--- config.mk ---
export PLATFORM = sky130hd
export DESIGN_NAME = alu_arbiter
export DESIGN_NICKNAME = d
export VERILOG_FILES = /design/src/rtl/alu_arbiter_pkg.sv /design/src/rtl/alu_arbiter_alu.sv /design/src/rtl/alu_arbiter.sv
export SDC_FILE = /design/constraint.sdc
export NUM_CORES = 1
export LEC_CHECK = 0
export ABC_CLOCK_PERIOD_IN_PS = 6480
export CORE_UTILIZATION = 50
export CTS_CLUSTER_DIAMETER = 40
export DETAILED_ROUTE_END_ITERATION = 10
export GPL_TIMING_DRIVEN = 0
export PLACE_DENSITY = 0.87
export SETUP_SLACK_MARGIN = 0.02
export SYNTH_ARGS = -nofsm -noshare
export SYNTH_HDL_FRONTEND = slang
export SYNTH_SLANG_ARGS = --single-unit
--- constraint.sdc ---
create_clock -name Clk -period 6.48 [get_ports Clk]
set_input_delay 0.648 -clock Clk [delete_from_list [all_inputs] [get_ports Clk]]
set_output_delay 0.648 -clock Clk [all_outputs]
set_load 0.05 [all_outputs]
--- src/rtl/alu_arbiter_pkg.sv ---
// Shared definitions for the ALU arbiter: opcode mnemonics and the controller state.
package definitions;

    typedef enum logic [3:0] {
        OP_ADD = 4'h0,
        OP_SUB = 4'h1,
        OP_AND = 4'h2,
        OP_OR  = 4'h3,
        OP_XOR = 4'h4,
        OP_NOT = 4'h5,
        OP_NEG = 4'h6,
        OP_EQ  = 4'h7,
        OP_LT  = 4'h8,
        OP_SHL = 4'h9,
        OP_SHR = 4'hA
    } op_mne;

    typedef enum logic [1:0] {
        IDLE = 2'd0,
        EXEC = 2'd1,
        DONE = 2'd2
    } state_e;

endpackage

--- src/rtl/alu_arbiter_alu.sv ---
// Combinational W-bit ALU; unlisted opcodes yield zero.
module alu
    import definitions::*;
#(
    parameter int W   = 8,
    parameter int Ops = 4
) (
    input  logic [Ops-1:0] op_i,
    input  logic [W-1:0]   a_i,
    input  logic [W-1:0]   b_i,
    output logic [W-1:0]   y_o
);

    localparam int SW = (W > 1) ? $clog2(W) : 1;

    always_comb begin
        y_o = '0;
        case (op_i)
            OP_ADD:  y_o = a_i + b_i;
            OP_SUB:  y_o = a_i - b_i;
            OP_AND:  y_o = a_i & b_i;
            OP_OR:   y_o = a_i | b_i;
            OP_XOR:  y_o = a_i ^ b_i;
            OP_NOT:  y_o = ~a_i;
            OP_NEG:  y_o = '0 - a_i;
            OP_EQ:   y_o = {{(W-1){1'b0}}, (a_i == b_i)};
            OP_LT:   y_o = {{(W-1){1'b0}}, (a_i < b_i)};
            OP_SHL:  y_o = a_i << b_i[SW-1:0];
            OP_SHR:  y_o = a_i >> b_i[SW-1:0];
            default: y_o = '0;
        endcase
    end

endmodule

--- src/rtl/alu_arbiter.sv ---
// Two-requester round-robin front end for a shared ALU: grant, execute, hold result until ack.
module alu_arbiter
    import definitions::*;
#(
    parameter int W   = 8,
    parameter int Ops = 4
) (
    input  logic           Clk,
    input  logic           Reset_n,
    input  logic           Req0,
    input  logic           Req1,
    input  logic [Ops-1:0] Op0,
    input  logic [Ops-1:0] Op1,
    input  logic [W-1:0]   InA0,
    input  logic [W-1:0]   InB0,
    input  logic [W-1:0]   InA1,
    input  logic [W-1:0]   InB1,
    output logic           Gnt0,
    output logic           Gnt1,
    output logic           Vld0,
    output logic           Vld1,
    input  logic           Ack0,
    input  logic           Ack1,
    output logic [W-1:0]   Result,
    output logic           Zero,
    output logic           Busy
);

    state_e         state_q, state_d;
    logic           owner_q, owner_d;
    logic           last_q, last_d;
    logic [Ops-1:0] op_q, op_d;
    logic [W-1:0]   a_q, a_d, b_q, b_d;
    logic [W-1:0]   res_q, res_d;
    logic           zero_q, zero_d;
    logic [W-1:0]   alu_y;
    logic           gnt0, gnt1, win;

    alu #(.W(W), .Ops(Ops)) u_alu (
        .op_i (op_q),
        .a_i  (a_q),
        .b_i  (b_q),
        .y_o  (alu_y)
    );

    always_comb begin
        state_d = state_q;
        owner_d = owner_q;
        last_d  = last_q;
        op_d    = op_q;
        a_d     = a_q;
        b_d     = b_q;
        res_d   = res_q;
        zero_d  = zero_q;
        gnt0    = 1'b0;
        gnt1    = 1'b0;
        win     = 1'b0;
        case (state_q)
            IDLE: begin
                if (Req0 || Req1) begin
                    // On a tie the requester not served last wins.
                    win     = (Req0 && Req1) ? ~last_q : Req1;
                    gnt0    = ~win;
                    gnt1    = win;
                    owner_d = win;
                    last_d  = win;
                    op_d    = win ? Op1  : Op0;
                    a_d     = win ? InA1 : InA0;
                    b_d     = win ? InB1 : InB0;
                    state_d = EXEC;
                end
            end
            EXEC: begin
                res_d   = alu_y;
                zero_d  = (alu_y == '0);
                state_d = DONE;
            end
            DONE: begin
                if (owner_q ? Ack1 : Ack0) state_d = IDLE;
            end
            default: state_d = IDLE;
        endcase
    end

    always_ff @(posedge Clk) begin
        if (!Reset_n) begin
            state_q <= IDLE;
            owner_q <= 1'b0;
            last_q  <= 1'b1;
            op_q    <= '0;
            a_q     <= '0;
            b_q     <= '0;
            res_q   <= '0;
            zero_q  <= 1'b0;
        end else begin
            state_q <= state_d;
            owner_q <= owner_d;
            last_q  <= last_d;
            op_q    <= op_d;
            a_q     <= a_d;
            b_q     <= b_d;
            res_q   <= res_d;
            zero_q  <= zero_d;
        end
    end

    // Grants are suppressed while reset is held so nothing is accepted in that cycle.
    assign Gnt0   = gnt0 && Reset_n;
    assign Gnt1   = gnt1 && Reset_n;
    assign Vld0   = (state_q == DONE) && !owner_q;
    assign Vld1   = (state_q == DONE) &&  owner_q;
    assign Busy   = (state_q != IDLE);
    assign Result = res_q;
    assign Zero   = zero_q;

endmodule

run_1/io_fan.png
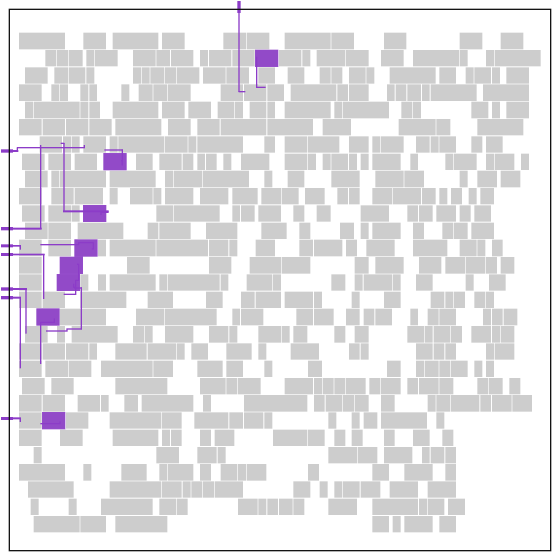
[purple] `InA0` | bits: 8 | direction: input | end cells: 8 | buffers: 8 | wire: 155 um
Top Ports: 60
Buffers on Ports: 59

run_1/logic_types.png
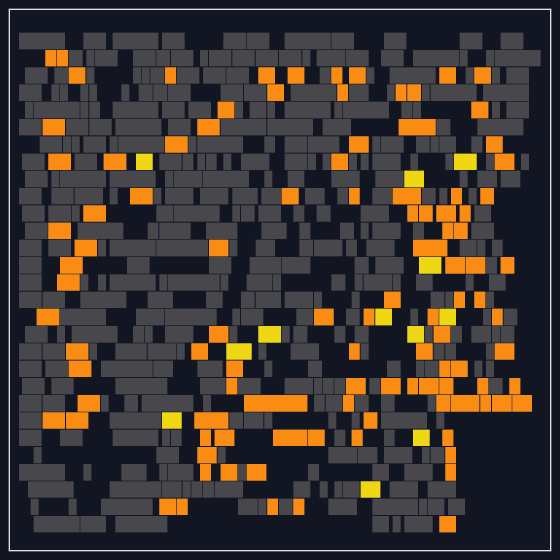
[yellow] AND-OR and OR-AND gates | cells: 12 | most used: a21o_1
[orange] inverting AOI/OAI gates | cells: 104 | most used: a21oi_1 | where: spread over the die

run_1/wires.png
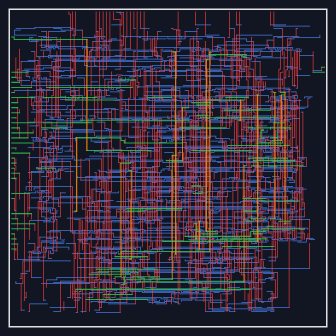
[green] metal 3 | wire length: 827 um
[blue] metal 1 | wire length: 4980 um
[red] metal 2 | wire length: 5200 um
[orange] metal 4 | wire length: 475 um
mean routed wirelength per cell: 20.6 um
drt total wl: 11.5 mm
via count: 3633

==> reports/results.ini, run 1 <==
[hold_path]
min_path_cells=2
hp-class=flop to flop
hold-path-endpoint=Result[5]

[cells_and_area]
regArea_um2=661
comb_share_pct=57.5
comb_cells=297
logic_area_mm2=0.00243
num-clock-buffers=5
postLayoutCoreUtil_pct=65.1
drive_gt1_share_pct=12.3
largestClassByArea=multi-input combinational cells
buf_share_pct=18.3
clk_share_pct=2.04
inverters=48
area_growth_syn_to_layout_pct=22.4
lay_top_cells=clkdlybuf4s50_1 (59), inv_1 (47), dfxtp_1 (33)
seq_share_pct=15.6
layout_top_cell=clkdlybuf4s50_1
layout.nets=553
nFillCells=558

[sta]
tns_ns=0
rsz0062_at_grt=false
relSlewSlack_pct=38.8
whs_ns=0.504
setup_viol=0
min_period_ns=4.22
layout_setup_ws_ns=2.26
hold_viol=0
max_clock_freq_mhz=237
slew_viol_final=0

[power]
peakVddDrop_v=0.000135
p_total_mw=0.915
p_sw_share_pct=44.6
pwr-share-comb_pct=55.3
p_comb_mw=0.506
p_clk_share_pct=16.8
p_clk_mw=0.154
pg_seq_mw=0.255
powerDensity_mw_per_mm2=216
internal_power_mw=0.507

[floorplan]
die-height_um=85.1
core-area_mm2=0.00649
initCoreUtil_pct=53.2

[grt]
busiest_layer=met2
antenna_found_initial=0
grt_max_degree=12
grt_use_met2_pct=50.4
grt_usage_pct=32.6

[clock_tree]
path_clk_slew_ns=0.07
cts_setup_buffers=0
clk_latency_ns=0.29
cts-resized-gates=0
root_buffer=clkbuf_8
cts_buffer_depth=2
cts_hold_buf=0

[worst_setup_path]
crit_slowest_cell=clkdlybuf4s50_1
worst-path-stages=6
critical_path.startpoint=Req1
reg2reg_from=a_q[4]
cp-start-kind=primary input
timing_worst_setup_path_type=primary input to output port
endpoint_kind=output port
critPathCapture=Gnt1
worst_r2r_endpoint=Zero
arrival_ns=3.57
r2r_cells=11

[yosys]
ys_area_mm2=0.00345
synth-seq-cells=33
synthFlopType=dfxtp_1
async_reset_ff_share_pct=0
xor_area_share_pct=1.27
fp_nets=487
edf_count=0
yosys_warnings=0
synth.distinct_cells=77
syn-instance-count=412
yosys.area_share.aoi_pct=26.6
syn_area_per_cell_um2=8.38

[routing]
routed-wl-met2_mm=5.20
topRoutingLayerUsed=met4
drt-pass1-iter-count=6
drt-vias-per-instance=6.53

[run_status]
status=complete, no violations

[place]
place_area_mm2=0.00414
hpwlAfterDp_mm=9.10
pre_cts_ws_ns=2.30

[run 1: synthesized netlist by cell type (all sizes together) (3+ instances only)]
master,instances,area [um^2]
nor4,6,50.0
nor3,12,70.1
and3,6,47.5
nand3b,8,60.1
xnor2,5,43.8
dfxtp,33,661
clkbuf,15,57.6
or3b,4,35.0
ha,27,338
a211oi,14,110
or4,3,22.5
o211ai,4,30.0
nand3,7,35.0
o32ai,3,33.8
nor2,31,116
buf,19,125
and2,3,18.8
a31oi,7,50.1
o21ai,13,65.1
mux2,3,33.8
a221oi,3,32.5
a21oi,20,100
a21o,5,37.5
mux4,10,225
mux2i,7,70.1
inv,48,180
nand2,13,48.8
nand2b,7,43.8
a222oi,17,170
a2111oi,5,75.1
nor2b,9,56.3
==> run 2: changes to the inputs <==
--- a/config.mk
+++ b/config.mk
@@ -5,7 +5,7 @@
 export SDC_FILE = /design/constraint.sdc
 export NUM_CORES = 1
 export LEC_CHECK = 0
-export ABC_CLOCK_PERIOD_IN_PS = 6480
+export ABC_CLOCK_PERIOD_IN_PS = 4000
 export CORE_UTILIZATION = 50
 export CTS_CLUSTER_DIAMETER = 40
 export DETAILED_ROUTE_END_ITERATION = 10
==> constraint.sdc (replaced) <==
create_clock -name Clk -period 4 [get_ports Clk]
set_input_delay 0.4 -clock Clk [delete_from_list [all_inputs] [get_ports Clk]]
set_output_delay 0.4 -clock Clk [all_outputs]
set_load 0.05 [all_outputs]
==> run 2 against run 1 <==
Critical path type unchanged. Clock-buffer cell count unchanged. Clock power grew 62%. Via count stayed put. Area after synthesis unchanged. Die size unchanged. Utilization is the same.
==> reports/results.ini, run 2 <==
[run_status]
status=complete, no violations  ; unchanged

[cells_and_area]
area_growth_syn_to_layout_pct=22.4  ; unchanged
layout_top_cell=clkdlybuf4s50_1  ; unchanged
nFillCells=558  ; unchanged
num-clock-buffers=5  ; unchanged
buf_share_pct=18.3  ; unchanged
inverters=48  ; unchanged
layout.nets=553  ; unchanged
regArea_um2=661  ; unchanged
largestClassByArea=multi-input combinational cells  ; unchanged
clk_share_pct=2.04  ; unchanged
comb_cells=297  ; unchanged
postLayoutCoreUtil_pct=65.1  ; unchanged
seq_share_pct=15.6  ; unchanged
logic_area_mm2=0.00243  ; unchanged
drive_gt1_share_pct=12.3  ; unchanged

[sta]
hold_viol=0  ; unchanged
min_period_ns=3.72
slew_viol_final=0  ; unchanged
max_clock_freq_mhz=269
rsz0062_at_grt=false  ; unchanged
whs_ns=0.504  ; unchanged
layout_setup_ws_ns=0.278  ; was 2.26 ns
tns_ns=0  ; unchanged

[yosys]
syn-instance-count=412  ; unchanged
syn_area_per_cell_um2=8.38  ; unchanged
async_reset_ff_share_pct=0  ; unchanged
synthFlopType=dfxtp_1  ; unchanged
xor_area_share_pct=1.27  ; unchanged
yosys_warnings=0  ; unchanged
adder_share_pct=10.9  ; unchanged
yosys.area.top_type=dfxtp_1  ; unchanged
synthMostInstantiatedCell=inv_1  ; unchanged
synth-seq-cells=33  ; unchanged
ys_area_mm2=0.00345  ; unchanged
common_cells=inv_1 (47), dfxtp_1 (33), nor2_1 (31)  ; unchanged
fp_nets=487  ; unchanged
ys_top_cells_by_area=dfxtp_1 (19%), ha_1 (9.8%), mux4_2 (6.5%), inv_1 (5.1%), a222oi_1 (4.9%)  ; unchanged
synth.distinct_cells=77  ; unchanged
synth.top_cell.area_share_pct=19.1  ; unchanged
yosys.area_share.aoi_pct=26.6  ; unchanged

[power]
p_comb_mw=0.819  ; was 0.506 mW
pwr-share-seq_pct=27.9  ; about the same
pwr-share-comb_pct=55.3  ; about the same
p_sw_share_pct=44.6  ; about the same
peakVddDrop_v=0.000219  ; was 0.000135 V
powerDensity_mw_per_mm2=350  ; was 216 mW/mm^2
p_total_mw=1.48  ; was 0.915 mW
internal_power_mw=0.821  ; was 0.507 mW

[floorplan]
well_tap_count=77  ; unchanged
initCoreUtil_pct=53.2  ; unchanged
die-height_um=85.1  ; unchanged
ios=60  ; unchanged
core-area_mm2=0.00649  ; unchanged

[grt]
grt_max_degree=12  ; unchanged
antenna_found_initial=0  ; unchanged
grt_usage_pct=32.6  ; unchanged

[clock_tree]
cts_hold_buf=0  ; unchanged
cts_buffer_depth=2  ; unchanged
path_clk_slew_ns=0.07  ; about the same
cts_setup_buffers=0  ; unchanged

[routing]
drt-pass1-iter-count=6  ; unchanged
routed_wl_mm=11.5  ; unchanged
wl_per_cell_um=20.6  ; unchanged
drt-vias-per-instance=6.53  ; unchanged

[place]
hpwlAfterDp_mm=9.10  ; unchanged
place_area_mm2=0.00414  ; unchanged
io_buffers=59  ; unchanged
pre_cts_ws_ns=0.313  ; was 2.30 ns

[worst_setup_path]
reg2reg_from=a_q[4]  ; unchanged
worst_r2r_endpoint=Zero  ; unchanged
crit_slowest_cell=clkdlybuf4s50_1  ; unchanged
timing_worst_setup_path_type=primary input to output port  ; unchanged
arrival_ns=3.32  ; was 3.57 ns
cp-start-kind=primary input  ; unchanged

[hold_path]
min_path_cells=2  ; unchanged
hold-path-endpoint=Result[5]  ; unchanged

run 2: cell counts after synthesis:
No cell type changed its count.
run 2: how the worst max path moves through the flow:
stage,startpoint,slack [ns],to,cells past startpoint
2_1_floorplan,a_q[4],1.29,Zero,11
3_3_place_gp,Req1,0.38,Gnt1,6
3_5_place_dp,Req1,0.31,Gnt1,6
4_1_cts,Req1,0.29,Gnt1,6
5_1_grt,Req1,0.13,Gnt1,6
6_report,Req1,0.28,Gnt1,6
run 2: routing by layer:
metal	share of wire, %	wire length [um]	GRT usage [%]	vias to the layer above
met2	45	5200	50.4	195
met5	0	0	0	-
li1	-	-	-	1678
met4	4.1	475	14.6	0
met1	43	4980	45.0	1725
met3	7.2	826	5.16	35
run_2/clk_routes.png
Scale bar: 20 um.
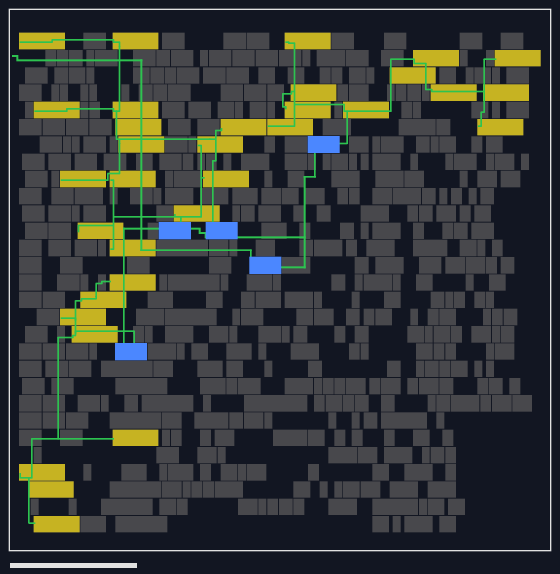
[blue] clock drivers | count: 5
[green] clock wires | length: 461 um
[yellow] flip-flops | count: 33
routed clock nets: 6
Clk pwr share: 16.8%
Clock Power: 0.249 mW
Late-Pin Clk Latency: 0.29 ns

run_2/io_fan.png
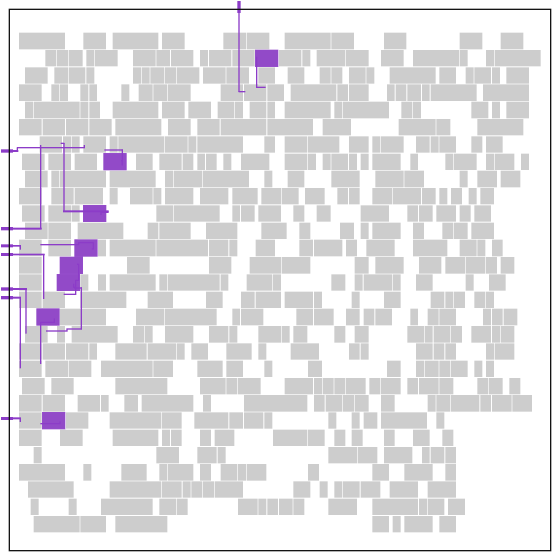
[purple] `InA0` | bits: 8 | direction: input | end cells: 8 | buffers: 8 | wire: 155 um

==> run 3: changes to the inputs <==
--- a/config.mk
+++ b/config.mk
@@ -10,6 +10,7 @@
 export CTS_CLUSTER_DIAMETER = 40
 export DETAILED_ROUTE_END_ITERATION = 10
 export GPL_TIMING_DRIVEN = 0
+export MAX_ROUTING_LAYER = met4
 export PLACE_DENSITY = 0.87
 export SETUP_SLACK_MARGIN = 0.02
 export SYNTH_ARGS = -nofsm -noshare
==> run 3 against run 2 <==
Synthesized cell count did not move. Worst hold slack got worse by 0.013 ns. Global-route usage rose by 2.7 points. First-iteration DRC count rose by 41%. Sequential power barely moved. Sequential share of layout area fell by 0.17 points. Via count rose by 0.44%. Largest cell class unchanged.
==> reports/results.ini, run 3 <==
[run_status]
status=complete, no violations  ; unchanged

[routing]
routed-wl-met2_mm=5.53  ; was 5.20 mm
drt-pass1-iter-count=6  ; unchanged
m1WireLength_mm=4.96  ; was 4.98 mm
routed_wl_mm=11.9  ; was 11.5 mm
vias=3649  ; was 3633
drt-vias-per-instance=6.56  ; was 6.53
wl_per_cell_um=21.4  ; was 20.6 um
topRoutingLayerUsed=met4  ; unchanged

[cells_and_area]
logic_area_mm2=0.00243  ; unchanged
area_growth_syn_to_layout_pct=23.8  ; was 22.4%
buf_share_pct=18.1  ; was 18.3%
inverters=48  ; unchanged
regArea_um2=661  ; unchanged
postLayoutCoreUtil_pct=65.8  ; was 65.1%
nFillCells=591  ; was 558
layout.nets=553  ; unchanged

[sta]
min_period_ns=3.80  ; was 3.72 ns
hold_viol=0  ; unchanged
max_clock_freq_mhz=263  ; was 269 MHz
slew_viol_final=0  ; unchanged

[hold_path]
min_path_cells=2  ; unchanged

[yosys]
common_cells=inv_1 (47), dfxtp_1 (33), nor2_1 (31)  ; unchanged
xor_area_share_pct=1.27  ; unchanged
yosys.area_share.aoi_pct=26.6  ; unchanged
synth-seq-cells=33  ; unchanged
adder_share_pct=10.9  ; unchanged
yosys.area.top_type=dfxtp_1  ; unchanged
yosys_warnings=0  ; unchanged
async_reset_ff_share_pct=0  ; unchanged
synth.distinct_cells=77  ; unchanged

[worst_setup_path]
endpoint_kind=output port  ; unchanged
crit_slowest_cell=clkdlybuf4s50_1  ; unchanged
timing_worst_setup_path_type=primary input to output port  ; unchanged
worst-path-stages=6  ; unchanged

[place]
pre_cts_ws_ns=0.282  ; was 0.313 ns
io_buffers=59  ; unchanged

[clock_tree]
path_clk_slew_ns=0.08  ; was 0.07 ns
cts-resized-gates=0  ; unchanged
clk_latency_ns=0.30  ; was 0.29 ns

[power]
powerDensity_mw_per_mm2=379  ; was 350 mW/mm^2

[floorplan]
well_tap_count=77  ; unchanged

[run 3: metal layers]
layer	global-route usage, %	up-vias
met1	44.7	1748
met3	6.91	23
met5	-	-
met2	55.5	193
met4	14.0	0
li1	-	1685
[run 3: per-stage QoR]
| stage | hold WS, ns | instances |
|---|---|---|
| after floorplan | 0.461 | 412 |
| after global placement | 0.476 | 548 |
| after detailed placement | 0.482 | 548 |
| after CTS | 0.496 | 556 |
| after global routing | 0.521 | 556 |
| final | 0.491 | 556 |
[run 3: path summary, 6_finish.rpt]
check	endpoint	slack, ns
worst max-delay path	Gnt1	0.20
worst min register to register	Zero	0.49
worst min-delay path	Zero	0.49
worst max register to register	Zero	0.56
[run 3: report_power, final]
group,switching (mW),internal [mW],leakage [nW]
sequential,0.0474,0.367,0.272
combinational,0.489,0.334,1.40
clock,0.134,0.248,0.0681
run_3/clocks.png
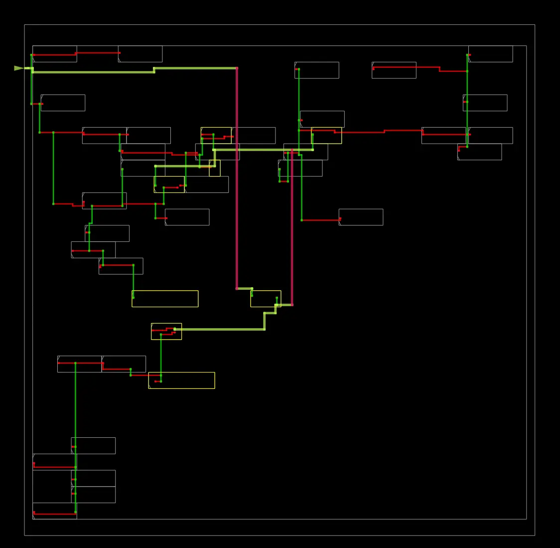
flop count: 33
Clock Buffer Count: 5
Fin Clk Skew: 0.00996 ns
Num CTS Buffers: 5
Clock Power: 0.382 mW

run_3/logic_types.png
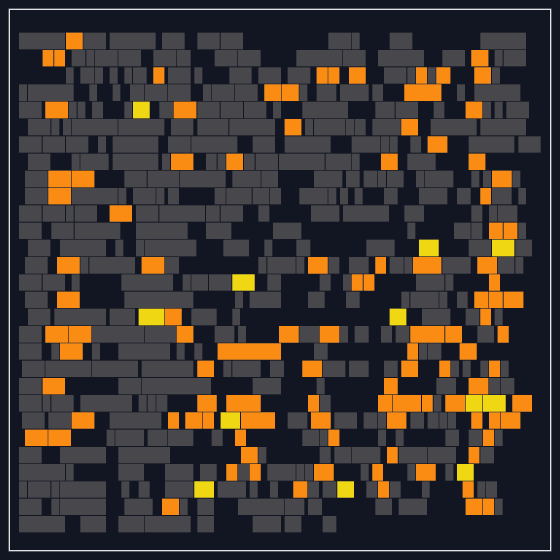
[orange] inverting AOI/OAI gates | cells: 104 | most used: a21oi_1 | where: spread over the die
[yellow] AND-OR and OR-AND gates | cells: 12 | most used: a21o_1
most frequent logic cell in the layout: clkdlybuf4s50_1
combinational share of cell area: 56.9%

Power figures rest on the tool's default switching activity, not on a simulated workload.
